[config.mk]
export PLATFORM = sky130hd
export DESIGN_NAME = k2_program_loader
export DESIGN_NICKNAME = d
export VERILOG_FILES = /design/src/rtl/k2_pkg.sv /design/src/rtl/k2_prog_ram.sv /design/src/rtl/k2_program_loader.sv
export SDC_FILE = /design/constraint.sdc
export NUM_CORES = 1
export LEC_CHECK = 0
export CAP_MARGIN = 10
export CORE_ASPECT_RATIO = 1.25
export CORE_UTILIZATION = 60
export DETAILED_ROUTE_END_ITERATION = 10
export GPL_ROUTABILITY_DRIVEN = 1
export PLACE_DENSITY_LB_ADDON = 0.2
export REMOVE_ABC_BUFFERS = 1
export SYNTH_ARGS = -nofsm -noshare
export SYNTH_HDL_FRONTEND = slang
export SYNTH_SLANG_ARGS = --single-unit
[constraint.sdc]
create_clock -name clk -period 2.7 [get_ports clk]
set_input_delay 0.81 -clock clk [delete_from_list [all_inputs] [get_ports clk]]
set_output_delay 0.81 -clock clk [all_outputs]
set_load 0.005 [all_outputs]
[src/rtl/k2_pkg.sv]
// k2 program loader shared types and constants.
// State encoding, default widths and program-address width.
package k2_pkg;

  localparam int K2_BITS  = 8;
  localparam int K2_DEPTH = 16;
  localparam int K2_AW    = 4;

  typedef enum logic [2:0] {
    S_IDLE  = 3'd0,
    S_LOAD  = 3'd1,
    S_CHECK = 3'd2,
    S_RUN   = 3'd3,
    S_ERROR = 3'd4
  } state_t;

endpackage

[src/rtl/k2_prog_ram.sv]
// k2 program store: one synchronous write port,
// combinational read port, synchronous clear.
module k2_prog_ram
  import k2_pkg::*;
#(
  parameter int BITS  = K2_BITS,
  parameter int DEPTH = K2_DEPTH
) (
  input  logic             clk,
  input  logic             clr,
  input  logic             we,
  input  logic [K2_AW-1:0] waddr,
  input  logic [BITS-1:0]  wdata,
  input  logic [K2_AW-1:0] raddr,
  output logic [BITS-1:0]  rdata
);

  logic [BITS-1:0] mem [DEPTH];

  // clear wins over a write in the same cycle
  always_ff @(posedge clk) begin
    if (clr) begin
      for (int i = 0; i < DEPTH; i++) begin
        mem[i] <= '0;
      end
    end else if (we) begin
      mem[waddr] <= wdata;
    end
  end

  assign rdata = mem[raddr];

endmodule

[src/rtl/k2_program_loader.sv]
// k2 program loader: streams DEPTH bytes into program RAM, then runs.
// Define K2_LOADER_CHECKSUM_EN for a trailing checksum byte and error port.
module k2_program_loader
  import k2_pkg::*;
#(
  parameter int BITS  = K2_BITS,
  parameter int DEPTH = K2_DEPTH
) (
  input  logic             clk,
  input  logic             rst,
  input  logic             start,
  input  logic             in_valid,
  input  logic [BITS-1:0]  in_data,
  output logic             in_ready,
  input  logic [K2_AW-1:0] prog_addr,
  output logic [BITS-1:0]  instruction_data,
  output logic             pc_en,
  output logic             proc_rst,
`ifdef K2_LOADER_CHECKSUM_EN
  output logic             error,
`endif
  output logic [4:0]       load_count
);

  state_t           state_q;
  logic [K2_AW-1:0] wptr_q;
  logic [4:0]       cnt_q;
  logic             is_load;
  logic             is_check;
  logic             is_run;
  logic             xfer;
  logic             last;
  logic             we;
  logic [BITS-1:0]  rdata;

`ifdef K2_LOADER_CHECKSUM_EN
  logic [BITS-1:0]  acc_q;
  logic             err_q;
  assign is_check = (state_q == S_CHECK);
  assign error    = err_q;
`else
  assign is_check = 1'b0;
`endif

  assign is_load  = (state_q == S_LOAD);
  assign is_run   = (state_q == S_RUN);
  assign in_ready = !rst && (is_load || is_check);
  assign xfer     = in_valid && in_ready;
  assign last     = (wptr_q == K2_AW'(DEPTH - 1));
  assign we       = xfer && is_load;

  // a restart request drops the core out of RUN in the same cycle
  assign pc_en    = !rst && is_run && !start;
  assign proc_rst = !pc_en;

  assign instruction_data = rst ? '0 : rdata;
  assign load_count       = cnt_q;

  // loader FSM, write pointer, byte count and checksum
  always_ff @(posedge clk) begin
    if (rst) begin
      state_q <= S_IDLE;
      wptr_q  <= '0;
      cnt_q   <= '0;
`ifdef K2_LOADER_CHECKSUM_EN
      acc_q   <= '0;
      err_q   <= 1'b0;
`endif
    end else begin
      unique case (1'b1)
        (state_q == S_IDLE): begin
          if (start) begin
            state_q <= S_LOAD;
            wptr_q  <= '0;
            cnt_q   <= '0;
`ifdef K2_LOADER_CHECKSUM_EN
            acc_q   <= '0;
`endif
          end
        end
        (state_q == S_LOAD): begin
          if (xfer) begin
            wptr_q <= last ? '0 : wptr_q + 1'b1;
            cnt_q  <= cnt_q + 5'd1;
`ifdef K2_LOADER_CHECKSUM_EN
            acc_q  <= acc_q + in_data;
            if (last) state_q <= S_CHECK;
`else
            if (last) state_q <= S_RUN;
`endif
          end
        end
`ifdef K2_LOADER_CHECKSUM_EN
        (state_q == S_CHECK): begin
          if (xfer) begin
            if (acc_q == in_data) begin
              state_q <= S_RUN;
            end else begin
              state_q <= S_ERROR;
              err_q   <= 1'b1;
            end
          end
        end
        (state_q == S_ERROR): begin
          if (start) begin
            state_q <= S_LOAD;
            wptr_q  <= '0;
            cnt_q   <= '0;
            acc_q   <= '0;
            err_q   <= 1'b0;
          end
        end
`endif
        (state_q == S_RUN): begin
          if (start) begin
            state_q <= S_LOAD;
            wptr_q  <= '0;
            cnt_q   <= '0;
`ifdef K2_LOADER_CHECKSUM_EN
            acc_q   <= '0;
`endif
          end
        end
        default: state_q <= S_IDLE;
      endcase
    end
  end

  k2_prog_ram #(
    .BITS  (BITS),
    .DEPTH (DEPTH)
  ) u_ram (
    .clk   (clk),
    .clr   (rst),
    .we    (we),
    .waddr (wptr_q),
    .wdata (in_data),
    .raddr (prog_addr),
    .rdata (rdata)
  );

endmodule

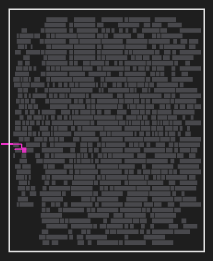
Figure 1: wires at chosen ports, followed through buffers.
Drawn at 2 px/um.
legend:
  magenta:
    port: in_ready
    bits: 1
    direction: output
    end_cells: 1
    buffers: 1
    wire: 13.4 um
Top-Level Pins: 32
Port Buf Inserts: 31

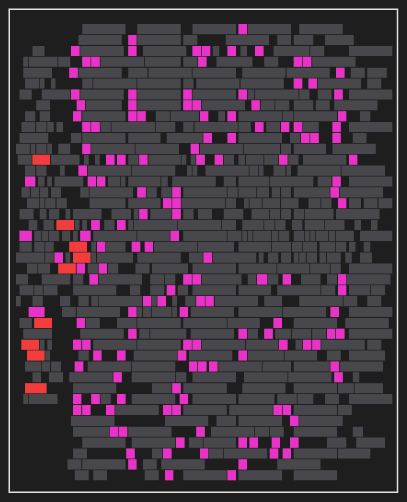
Figure 2: logic cells by family.
Drawn at 4 px/um.
legend:
  red:
    family: fa/ha/maj cells
    cells: 9
    most_used: ha_1
    where: left middle
  magenta:
    family: and/or cells
    cells: 149
    most_used: and2_1
    where: spread over the die
non-filler instance count after layout: 734
Comb area share: 32.84%

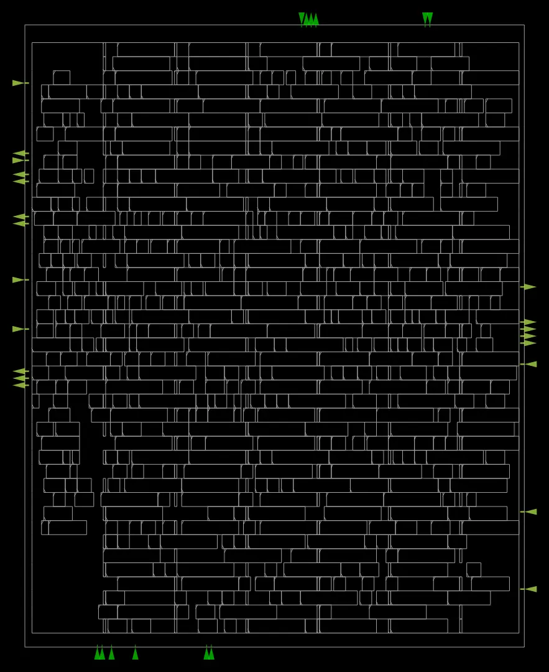
Figure 3: cell outlines without signal wires.
fin util: 77.89%
Fill cells: 617
n_taps: 132

==> Slide: Implementation Results <==
Synthesis and Place & Route Summary

Placement
  • Final GP Congestion: 0.9082
  • Placement Setup Slack: -0.9690 ns
  • DP Area: 7458 sq um
  • DP Cell Count: 693

Timing
  • Setup ws final: -0.1798 ns
  • Final hold violations: 0
  • Worst Clk Skew: 0.006153 ns
  • Final setup viols: 8
  • Slew Limit Fails: 0
  • Fin Setup TNS: -0.9644 ns
  • Min cycle time layout: 2.880 ns
  • Cycle use final: 106.7%
  • Max Fclk: 347.2 MHz
  • Worst hold slack: 0.5314 ns

Clock network
  • Number of clock sinks: 139
  • Worst-case clock buffer depth: 2
  • Clock Tree Root: clkbuf_16
  • CTS H-tree depth: 4
  • Clk_lat worst skew: 0.42 ns
  • CTS Buf Count: 17

Synthesis
  • Compound-Gate Fraction of Synth Area: 4.817%
  • Simple-Gate Area Share: 19.38%
  • Post-Syn Instances: 507
  • Post-synth EDFFs: 128
  • Netlist cell types: 43
  • Ys Warns: 0
  • Sequential fraction of the synthesis area: 60.41%
  • Ys async rst share: 0%
  • Post-synth regs: 139
  • Top cell type's share of synthesized area: 57.13%

Global route
  • Vias in the first global route: 4,449
  • Largest net degree at the start of global routing: 17
  • Grt met3 use: 8.266%
  • Grt peak-use layer: met2
  • Tot GR Track Use: 30.63%
  • Grt total ovfl: 0

Final layout
  • Antenna diodes: 0
  • Data buffer area share: 9.574%
  • Layout cells sized above 1: 29.57%
  • Logic area: 2755 sq um
  • NumNets Final: 614

Detailed routing
  • DR pass1 iterations: 5
  • Antenna Nets Post-Route: 0
  • Drt drc: 0
  • Routed wire length: 17,360 um

Critical path
  • Crit path to: instruction_data[3]
  • CP startpoint kind: input pin
  • Critical Path Source: prog_addr[0]
  • WS Path Type: in -> out
  • CP Capture Type: output pin

Run
  • Log Warnings: 33

Floorplanning
  • Chip area: 11,640 sq um
  • Core area: 10,770 sq um

Worst hold path
  • Endpoint, Worst Hold: state_q[1]
  • Min-Delay Path Depth: 2
  • HP Start: state_q[1]

Status
  • Violated checks: negative setup slack
  • Status: finished with violations

Power and ir drop
  • Worst VDD drop: 0.0004862 V
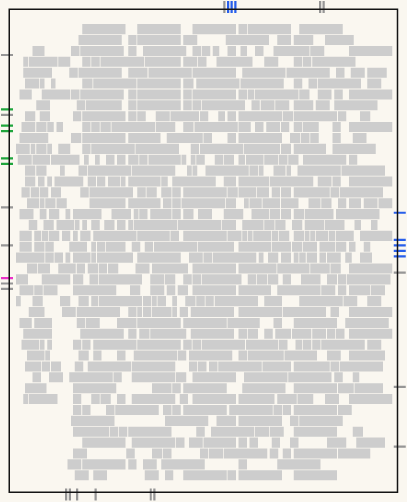
Figure 4: pin placement.
Drawn at 4 px/um. Pins as bars across the die edge, other pins in gray.
legend:
  blue:
    port: instruction_data
    pins: 8
    direction: output
    edge: 5 right, 3 top
  green:
    port: load_count
    pins: 5
    direction: output
    edge: left
  magenta:
    port: in_ready
    pins: 1
    direction: output
    edge: left
all pins by edge: 12 left, 8 right, 6 bottom, 6 top
DIE HEIGHT: 120.4 um
Die Width: 96.71 um

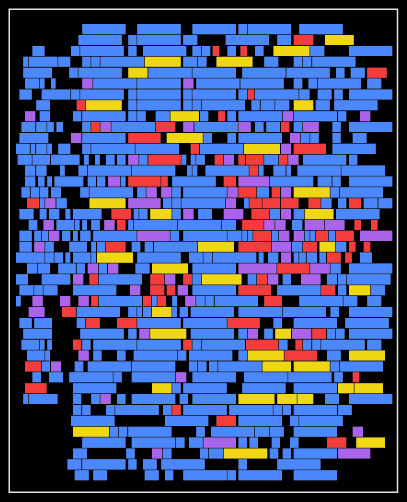
Figure 5: drive-strength map.
Drawn at 4 px/um.
legend:
  red:
    size: x2
    cells: 75
    share: 12%
    most_used: or2_2
  purple:
    size: x3 and x4
    cells: 67
    share: 11%
    most_used: buf_4
  blue:
    size: x1 and smaller
    cells: 424
    share: 70%
  yellow:
    size: x6 and larger
    cells: 36
    share: 6.0%
    most_used: clkbuf_16
Area Overhead vs Synth: 24.72%
Signal buffers: 88
Design Area, Final: 8391 sq um

[sequential cells by signal, summed over array words and instances (netlist names)]
signal	count
load_count	5
state_q	2
u_ram.mem	128
wptr_q	4
[layer usage]
layer,vias up,part of all wire [%]
li1,1989,-
met1,2269,36
met2,255,52
met3,48,7.8
met4,0,4.3
met5,-,0
[cell usage in the layout (no fill, tap or decap), types with 5 or more instances in the layout]
| master | Yosys | layout |
|---|---|---|
| a22oi_1 | 20 | 13 |
| a22oi_2 | 0 | 7 |
| and2_1 | 129 | 128 |
| buf_12 | 1 | 6 |
| buf_2 | 5 | 9 |
| buf_4 | 2 | 46 |
| clkbuf_16 | 0 | 17 |
| clkbuf_8 | 0 | 5 |
| clkdlybuf4s50_1 | 0 | 15 |
| dfxtp_1 | 11 | 11 |
| edfxtp_1 | 128 | 128 |
| ha_1 | 9 | 8 |
| inv_1 | 5 | 5 |
| mux2i_1 | 46 | 33 |
| mux2i_2 | 0 | 8 |
| mux2i_4 | 0 | 5 |
| mux4_2 | 6 | 10 |
| nand2_1 | 14 | 14 |
| nand2b_1 | 11 | 7 |
| nor2_1 | 25 | 23 |
| or2_2 | 15 | 15 |
[critical path, stage by stage]
cell     delay (ns)
buf_12         0.11
buf_12         0.13
buf_4          0.11
mux4_2         0.53
nor2b_4        0.16
o31ai_4        0.07
buf_2          0.14
[report_power, final]
| group | switching [mW] | leakage (nW) | internal [mW] |
|---|---|---|---|
| clock network | 0.876 | 0.284 | 1.38 |
| logic | 0.433 | 1.62 | 0.355 |
| registers | 0.0594 | 1.41 | 2.45 |
| total | 1.37 | 3.31 | 4.19 |
Power and IR drop assume default switching activity.
